Figure 1. Where the registers sit (run 1).
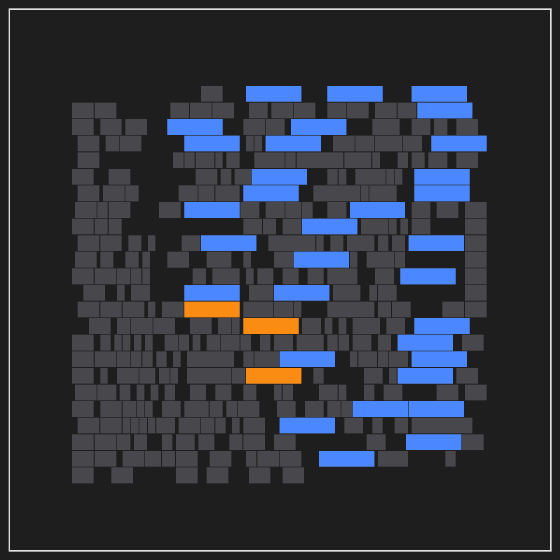
Figure 2. Placed cells, one colour a class (run 1).
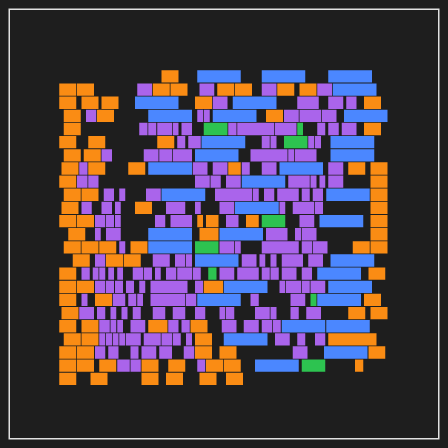
Figure 3. Routing congestion (run 1).
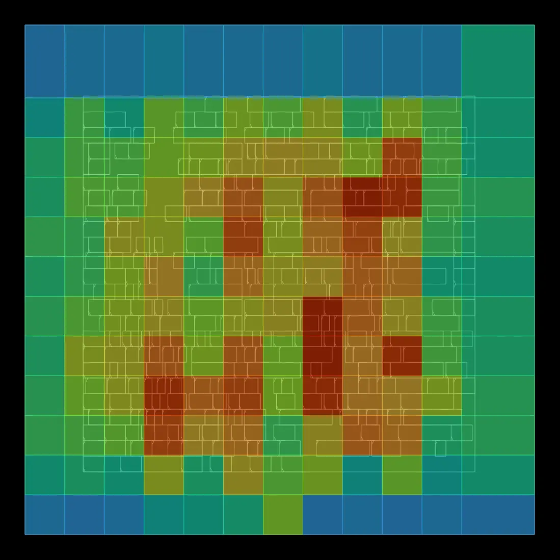
### src/rtl/mc_controller_pkg.sv
// Shared types and encodings for the multi-cycle MIPS control FSM and its decoder.
package mc_controller_pkg;

    typedef enum logic [2:0] {
        ST_FETCH  = 3'd0,
        ST_DECODE = 3'd1,
        ST_EXEC   = 3'd2,
        ST_MEM    = 3'd3,
        ST_WB     = 3'd4,
        ST_HALT   = 3'd5
    } state_t;

    localparam logic [5:0] OP_RTYPE = 6'h00;
    localparam logic [5:0] OP_JAL   = 6'h03;
    localparam logic [5:0] OP_BEQ   = 6'h04;
    localparam logic [5:0] OP_ORI   = 6'h0D;
    localparam logic [5:0] OP_LUI   = 6'h0F;
    localparam logic [5:0] OP_LW    = 6'h23;
    localparam logic [5:0] OP_SW    = 6'h2B;

    localparam logic [5:0] FN_JR  = 6'h08;
    localparam logic [5:0] FN_ADD = 6'h20;
    localparam logic [5:0] FN_SUB = 6'h22;

    typedef struct packed {
        logic add;
        logic cin;
        logic aluop;
        logic lui;
        logic regc;
        logic wd;
        logic extop;
        logic bsel;
        logic beq;
        logic jr;
        logic jal;
        logic is_store;
        logic needs_mem;
        logic needs_wb;
        logic illegal;
    } dec_t;

endpackage

### src/rtl/mc_decoder.sv
// Combinational instruction decoder: datapath selects plus phase requirements.
module mc_decoder
    import mc_controller_pkg::*;
(
    input  logic [31:0] instr,
    output dec_t        dec
);

    logic [5:0] op;
    logic [5:0] funct;

    assign op    = instr[31:26];
    assign funct = instr[5:0];

    always_comb begin
        dec = '0;
        case (op)
            OP_RTYPE: begin
                // The all-zero word is the only legal nop; anything else with op 0 must match a funct.
                if (instr[25:0] != 26'd0) begin
                    case (funct)
                        FN_ADD: begin
                            dec.regc     = 1'b1;
                            dec.add      = 1'b1;
                            dec.needs_wb = 1'b1;
                        end
                        FN_SUB: begin
                            dec.regc     = 1'b1;
                            dec.add      = 1'b1;
                            dec.cin      = 1'b1;
                            dec.needs_wb = 1'b1;
                        end
                        FN_JR:   dec.jr      = 1'b1;
                        default: dec.illegal = 1'b1;
                    endcase
                end
            end
            OP_ORI: begin
                dec.bsel     = 1'b1;
                dec.aluop    = 1'b1;
                dec.needs_wb = 1'b1;
            end
            OP_LUI: begin
                dec.bsel     = 1'b1;
                dec.lui      = 1'b1;
                dec.needs_wb = 1'b1;
            end
            OP_LW: begin
                dec.bsel      = 1'b1;
                dec.extop     = 1'b1;
                dec.add       = 1'b1;
                dec.wd        = 1'b1;
                dec.needs_mem = 1'b1;
                dec.needs_wb  = 1'b1;
            end
            OP_SW: begin
                dec.bsel      = 1'b1;
                dec.extop     = 1'b1;
                dec.add       = 1'b1;
                dec.needs_mem = 1'b1;
                dec.is_store  = 1'b1;
            end
            OP_BEQ: begin
                dec.add = 1'b1;
                dec.cin = 1'b1;
                dec.beq = 1'b1;
            end
            OP_JAL: begin
                dec.jal      = 1'b1;
                dec.needs_wb = 1'b1;
            end
            default: dec.illegal = 1'b1;
        endcase
    end

endmodule

### src/rtl/mc_controller.sv
// Multi-cycle control FSM: steps each instruction through FETCH/DECODE/EXEC/MEM/WB,
// gates PC, GRF and DM strobes to the right phase and counts retired instructions.
module mc_controller
    import mc_controller_pkg::*;
#(
    parameter int CNT_W           = 32,
    parameter bit HALT_ON_ILLEGAL = 1'b1
) (
    input  logic             clk,
    input  logic             reset,
    input  logic [31:0]      instr,
    input  logic             result,
    input  logic             dm_ready,
    output logic             add,
    output logic             cin,
    output logic             aluop,
    output logic             lui,
    output logic             RegC,
    output logic             WD,
    output logic             EXTop,
    output logic             Bsel,
    output logic             beq,
    output logic             jr,
    output logic             jal,
    output logic             we,
    output logic             sw,
    output logic             pc_en,
    output logic             ir_en,
    output logic             halted,
    output logic [CNT_W-1:0] instr_cnt,
    output state_t           dbg_state
);

    localparam logic [CNT_W-1:0] CNT_ONE = {{(CNT_W-1){1'b0}}, 1'b1};

    dec_t   dec;
    state_t state_q;
    state_t state_d;
    logic   final_ph;

    mc_decoder u_decoder (
        .instr (instr),
        .dec   (dec)
    );

    always_ff @(posedge clk or negedge reset) begin
        if (!reset) begin
            state_q   <= ST_FETCH;
            instr_cnt <= '0;
        end else begin
            state_q <= state_d;
            if (final_ph) begin
                instr_cnt <= instr_cnt + CNT_ONE;
            end
        end
    end

    // dm_ready handshake: while in MEM the access is pending; a cycle with
    // dm_ready=1 completes it (store strobe fires on that cycle) and MEM is left.
    always_comb begin
        state_d  = state_q;
        final_ph = 1'b0;
        case (state_q)
            ST_FETCH:  state_d = ST_DECODE;
            ST_DECODE: state_d = (dec.illegal && HALT_ON_ILLEGAL) ? ST_HALT : ST_EXEC;
            ST_EXEC: begin
                if (dec.needs_mem) begin
                    state_d = ST_MEM;
                end else if (dec.needs_wb) begin
                    state_d = ST_WB;
                end else begin
                    state_d  = ST_FETCH;
                    final_ph = 1'b1;
                end
            end
            ST_MEM: begin
                if (dm_ready) begin
                    if (dec.needs_wb) begin
                        state_d = ST_WB;
                    end else begin
                        state_d  = ST_FETCH;
                        final_ph = 1'b1;
                    end
                end
            end
            ST_WB: begin
                state_d  = ST_FETCH;
                final_ph = 1'b1;
            end
            ST_HALT: state_d = ST_HALT;
            default: state_d = ST_FETCH;
        endcase
    end

    assign add   = dec.add;
    assign cin   = dec.cin;
    assign aluop = dec.aluop;
    assign lui   = dec.lui;
    assign RegC  = dec.regc;
    assign WD    = dec.wd;
    assign EXTop = dec.extop;
    assign Bsel  = dec.bsel;

    // Strobes are gated with reset so an access cut short by reset never lands.
    assign pc_en = reset && final_ph;
    assign we    = reset && (state_q == ST_WB);
    assign sw    = reset && (state_q == ST_MEM) && dec.is_store && dm_ready;
    // beq marks a taken branch so the NPC can select the branch target directly.
    assign beq   = pc_en && dec.beq && result;
    assign jr    = pc_en && dec.jr;
    assign jal   = pc_en && dec.jal;

    assign ir_en     = (state_q == ST_FETCH);
    assign halted    = (state_q == ST_HALT);
    assign dbg_state = state_q;

endmodule

### config.mk
export PLATFORM = sky130hd
export DESIGN_NAME = mc_controller
export DESIGN_NICKNAME = d
export VERILOG_FILES = /design/src/rtl/mc_controller_pkg.sv /design/src/rtl/mc_decoder.sv /design/src/rtl/mc_controller.sv
export SDC_FILE = /design/constraint.sdc
export NUM_CORES = 1
export LEC_CHECK = 0
export ABC_CLOCK_PERIOD_IN_PS = 6400
export CAP_MARGIN = 10
export CORE_MARGIN = 10
export CORE_UTILIZATION = 47
export DETAILED_ROUTE_END_ITERATION = 16
export GPL_TIMING_DRIVEN = 0
export PLACE_DENSITY = 0.89
export SLEW_MARGIN = 20
export SYNTH_ARGS = -nofsm -noshare
export SYNTH_HDL_FRONTEND = slang
export SYNTH_SLANG_ARGS = --single-unit
export TNS_END_PERCENT = 1
### constraint.sdc
create_clock -name clk -period 6.4 [get_ports clk]
set_clock_uncertainty 0.2 [all_clocks]
set_input_delay 1.28 -clock clk [delete_from_list [all_inputs] [get_ports clk]]
set_output_delay 1.28 -clock clk [all_outputs]
set_load 0.01 [all_outputs]
==> run notes, run 1 <==
The flow ran to the end, and the final reports show no timing, DRC or antenna violations. Internal power comes to 0.000476 W. The number of cells on the worst reg-to-reg path came out at 5. The fraction of synthesis flops using an asynchronous set or reset pin works out to 1.00. The number of inverters outside the clock class in the layout came out at 12. The CTS buffer count came out at 5. The run gives 35 as the number of clock sinks. The total count of hold-check failures in the final report came out at 0. The run gives 23 for the pin count of the biggest net entering global routing. The run gives 369 for the number of standard cells in the final layout excluding fillers. Counting pins that exceed their max-slew limit in the final report gives 0. The slew of the pin with the lowest slew margin came out at 0.724 ns.

The most frequently used library cell after synthesis is sky130_fd_sc_hd__dfrtp_1. In this run the power spent charging and discharging nets is 0.000268 W. The category of cells accounting for the largest share of critical-path delay was buffers and inverters.

For reference, the clock transition at the flip-flops on the worst setup and hold paths is 0.07 ns. Final hold analysis gives a worst-case slack of 0.268 ns. Prior to clock tree synthesis, the placed netlist has a worst setup slack of 1.09 ns. With the violation count after the first detailed-routing iteration at 63, the tally of clock buffers in the finished layout is 7.

The run gives 187 MHz as the highest clock rate. Per the CTS log, the root buffer master is sky130_fd_sc_hd__clkbuf_8. The script reports the combined buffer and inverter count of the critical path as 3. Dominant power group: sequential cells. The startpoint of the most critical register-to-register path was dbg_state[0].

The count of mapped cells out of synthesis was 222; the path length in cells of the critical path was 8. The multi-input gate share of total cell area came out at 0.379. By area the synthesized netlist is led by sky130_fd_sc_hd__dfrtp_1 (40%), sky130_fd_sc_hd__xor2_1 (11%), sky130_fd_sc_hd__nor4_2 (5.1%). The number of rows created at floorplan came out at 24. The via count normalized by instance count came out at 5.69. Setup repair after global routing left no endpoint under its margin. Ranking logic cells in the layout by count gives the top entries sky130_fd_sc_hd__clkdlybuf4s50_1 (85), sky130_fd_sc_hd__dfrtp_1 (35), sky130_fd_sc_hd__xor2_1 (27). Number of unique standard cell types used by synthesis: 43. The post-synthesis mux area share is 0.00510.

Counting plain and timing-repair buffers in the layout gives 94. The cell seen most often among critical-path stages is sky130_fd_sc_hd__clkdlybuf4s50_1. The run gives 0.0578 for the compound-cell area share of the yosys netlist.

The run gives 0.360 for the switching share of power. Per the detail_route log, met3 wirelength is 654 um. The number of max-cap violations is 0, and the data arrival at the endpoint of the critical path is 3.86 ns. Counting along the longest clock path gives a buffer depth of 2. End of the worst hold path: instr_cnt[31]. The leading cell type in the layout, fill and taps excluded is sky130_fd_sc_hd__clkdlybuf4s50_1. For the placed wire-length estimate, the log shows 5.11 mm. Summing all placed instances gives a cell area of 3160 um^2. The number of placed instances, taps included was 361; the post-synthesis to final-layout area growth was 46.6%.

Measured along the x axis, the die boundary spans 88.5 um. After routing the design area is 3240 um^2. After detailed routing, the number of remaining DRC violations is 0. The tools report the number of antenna-violating nets in the routed design as 0.

The run gives 1230 um^2 for the combinational gate area. Adding up every negative setup slack in the final design gives 0 ns. Required time reported for the critical path endpoint: 4.92 ns. Of all cell types, the one taking the most synthesized area is sky130_fd_sc_hd__dfrtp_1. The share of layout cells above drive strength 1 is 0.104. The post-synth register bit count is 35. The number of instances on the worst hold path works out to 1. The sequential element share of the synthesized area was 0.397.

The kind of launch point of the worst setup path was an input port.
Notes on Figure 1 above:
`dbg_state`: marked orange, flops 3. `instr_cnt`: marked blue, flops 32.

Notes on Figure 2 above:
remaining buffers and delay cells: marked orange, cells 94, share of their area 30%. sequential cells: marked blue, cells 35, share of their area 28%. clock drivers and dummy loads: marked green, cells 8, share of their area 2.6%. combinational and other logic: marked purple, cells 180, share of their area 40%.

Notes on Figure 3 above:
layer with the highest usage: met2
total track usage: 0.165
routed wire length per instance: 17.2 um

==> run 1: worst reg2reg max path, stage by stage (launching register included) <==
cell,delay (ns)
sky130_fd_sc_hd__dfrtp_1,0.47
sky130_fd_sc_hd__nor3b_1,0.54
sky130_fd_sc_hd__a211oi_4,0.15
sky130_fd_sc_hd__a31oi_4,0.30
sky130_fd_sc_hd__buf_4,0.24
sky130_fd_sc_hd__mux2_2,0.34
==> run 1: registers in the layout, summed over array words and instances (netlist names) <==
register,flops
instr_cnt,32
dbg_state,3
==> run 1: metal layers <==
metal / up-vias / track usage
met4: 0 / 0.0441
met5: - / 0
met1: 1031 / 0.174
met2: 75 / 0.285
li1: 988 / -
met3: 6 / 0.0827
Figure 4. Drive-strength map (run 1).
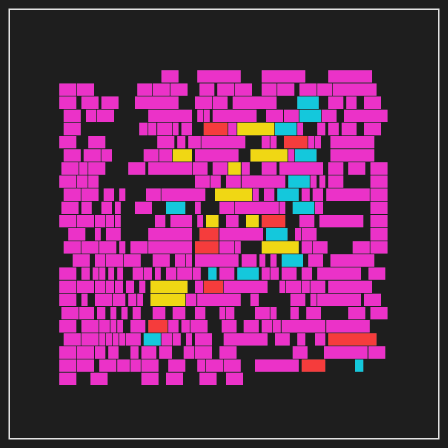

==> run 2: changes to the inputs <==
--- a/config.mk
+++ b/config.mk
@@ -5,13 +5,13 @@
 export SDC_FILE = /design/constraint.sdc
 export NUM_CORES = 1
 export LEC_CHECK = 0
-export ABC_CLOCK_PERIOD_IN_PS = 6400
+export ABC_CLOCK_PERIOD_IN_PS = 4900
 export CAP_MARGIN = 10
 export CORE_MARGIN = 10
-export CORE_UTILIZATION = 47
+export CORE_UTILIZATION = 40
 export DETAILED_ROUTE_END_ITERATION = 16
 export GPL_TIMING_DRIVEN = 0
-export PLACE_DENSITY = 0.89
+export PLACE_DENSITY = 0.8
 export SLEW_MARGIN = 20
 export SYNTH_ARGS = -nofsm -noshare
 export SYNTH_HDL_FRONTEND = slang
==> constraint.sdc (replaced) <==
create_clock -name clk -period 4.9 [get_ports clk]
set_clock_uncertainty 0.2 [all_clocks]
set_input_delay 0.98 -clock clk [delete_from_list [all_inputs] [get_ports clk]]
set_output_delay 0.98 -clock clk [all_outputs]
set_load 0.01 [all_outputs]
Figure 5. Drive-strength map (run 2).
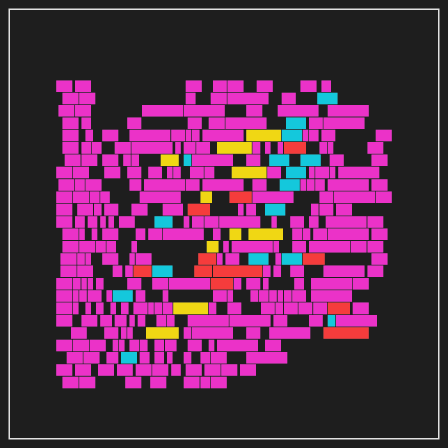
_0 and _1 cells: marked magenta, cells 280, most used clkdlybuf4s50_1. _2 cells: marked cyan, cells 16, most used nor4_2. _6 and larger: marked red, cells 11, most used clkbuf_8. _3 and _4 cells: marked yellow, cells 10, most used nor4_4.

Figure 6. Cell density map (run 2).
The die is cut into 9 by 9 equal tiles; black is low, pale yellow is high, 0 to 100% covered.
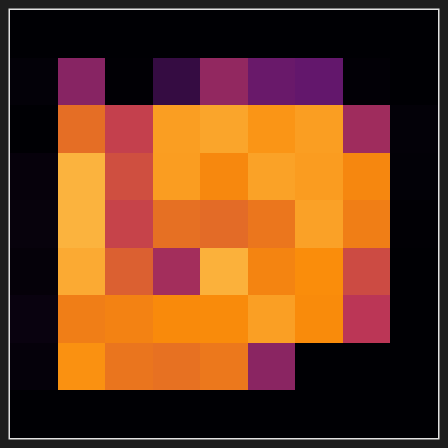
The mean over all tiles is 36%. 19% of the tiles are over 75% full. 42% of the tiles are nearly empty. The densest ninth of the die: centre. The emptiest ninth of the die: lower right.

==> run notes, run 2 <==
The flow ran to the end, and the final reports show no timing, DRC or antenna violations. More flip-flops sit in one register than any other, and that register is instr_cnt. With the number of instances on the worst hold path at 1 (unchanged), the sequential element share of the synthesized area is 0.397 (unchanged). In the power breakdown, the biggest contributor is sequential cells. The overall routing resource usage is 0.145 (-0.0197).

With the number of iterations in the first detailed-routing pass at 4, the count of mapped cells out of synthesis is 222 (unchanged). According to the hold report, the worst path is of the flop to flop type. After its last routability iteration, the placer logged a weighted congestion of 0.824. The data arrival at the endpoint of the critical path came out at 3.53 ns (-0.33 ns).

The tools report the number of standard cells in the final layout excluding fillers as 387 (+4.9%). The combinational gate area is 1240 um^2 (+0.92%). The via count normalized by instance count was 5.31 (-6.6%). For reference, the critical path is captured by beq.

The run gives 0.000687 W (+44%) as the design internal power. The run gives 7 (+2) for the number of cells on the worst reg-to-reg path. The synthesized design spends more area on one cell type than any other, namely sky130_fd_sc_hd__dfrtp_1.

The logs give 0 (unchanged) for the total count of hold-check failures in the final report and 3.72 ns (-1.20 ns) for the required time reported for the critical path endpoint. The relative contribution of the clock network to total power was 0.261; the xor/xnor cell area share of the yosys netlist was 0.123. The number of flip-flops under the largest register name is 32 (unchanged), and the total met3 wirelength after detailed routing is 817 um (+25%). With the worst-case clock buffer depth at 2 (unchanged), the number of clock sinks is 35 (unchanged). With the instance area at placement at 3180 um^2 (+0.71%), the setup total negative slack is 0 ns (unchanged).

The tools report the number of pins with negative max-slew slack in the final report as 0 (unchanged). The CTS buffer count was 5 (unchanged); the number of unique standard cell types used by synthesis was 43 (unchanged). The switching share of power was 0.342 (-0.0189); the number of synthesized register bits was 35 (unchanged). The number of max-cap violations was 0 (unchanged).

Clock tree synthesis selected as its root buffer the cell sky130_fd_sc_hd__clkbuf_8. With the die width at 94.3 um (+6.5%), the area of the chip is 8890 um^2. With the pin count of the biggest net entering global routing at 22 (-4.3%), the simple-gate share of the synthesized area is 0.364. The worst setup path is launched from an input port. The fraction of synthesis flops using an asynchronous set or reset pin is 1.00 (unchanged), and the placed wire-length estimate is 5.01 mm (-1.9%). The number of rows created at floorplan came out at 26 (+8.3%). With the post-synthesis mux area share at 0.00510 (unchanged), the count of buffers added by post-CTS timing repair for setup is 0. For the number of antenna-violating nets in the routed design, the log shows 0 (unchanged). Per the cell usage report, the commonest logic cells after layout are sky130_fd_sc_hd__clkdlybuf4s50_1 (85), sky130_fd_sc_hd__dfrtp_1 (35), sky130_fd_sc_hd__xor2_1 (27). Share of layout cells above drive strength 1: 0.117 (+0.0126). The leading cell type in the layout, fill and taps excluded is sky130_fd_sc_hd__clkdlybuf4s50_1. The share of power burned in registers came out at 0.372.

Looking at the reg2reg group, the worst path starts from instr_cnt[2]. The run gives 212 MHz as the highest clock rate. The most common cell in the synthesized netlist is sky130_fd_sc_hd__dfrtp_1.

Buffer and inverter count on the worst path: 4 (+1). The largest individual stage delay along the critical path comes from the cell sky130_fd_sc_hd__clkdlybuf4s50_1. Violation count after the first detailed-routing iteration: 86 (+37%). The run gives 16.3 um (-5.7%) for the detailed-route wire length per cell. Number of placed instances, taps included: 379 (+5.0%).

After synthesis, the cell types taking the most area are sky130_fd_sc_hd__dfrtp_1 (40%), sky130_fd_sc_hd__xor2_1 (11%), sky130_fd_sc_hd__nor4_2 (5.1%). The switching power came out at 0.000356 W (+33%). The compound-cell area share of the yosys netlist is 0.0578 (unchanged). The remaining design rule violation count was 0 (unchanged). The critical path is of the input port to primary output type. Final design instance area without fill: 3310 um^2 (+2.2%). For the post-place setup slack, the log shows 0.157 ns (-0.928 ns). Setup repair after global routing left no endpoint under its margin.

Among cell families on the critical path, the largest total delay comes from buffers and inverters. The slew of the pin with the lowest slew margin is 0.685 ns (-0.0387 ns), and the post-synthesis to final-layout area growth is 49.8%.
[run 2: cell counts after synthesis]
Identical to the previous run, type by type.
[run 2: routing by layer]
metal	GRT usage	vias to the layer above
met5	0	-
met2	0.231	89
met3	0.0815	6
li1	-	988
met4	0.0367	0
met1	0.165	973
[run 2: area by class of cell]
| cell class | instances | share of cell area |
|---|---|---|
| well taps | 70 | 0.0265 |
| plain buffers | 7 | 0.0182 |
| flip-flops and latches | 35 | 0.265 |
| clock buffers | 6 | 0.0250 |
| clock inverters | 2 | 0.0106 |
| repair buffers | 87 | 0.267 |
| inverters | 12 | 0.0136 |
| multi-input cells | 168 | 0.374 |
[run 2: metrics by stage]
stage,hold slack (ns),utilization
floorplan,0.304,-
global placement,0.262,0.603
detailed placement,0.281,0.607
CTS,0.292,0.629
global route,0.312,0.632
finish,0.284,0.632
No activity file was given, so power comes from the tool's default toggle rates.
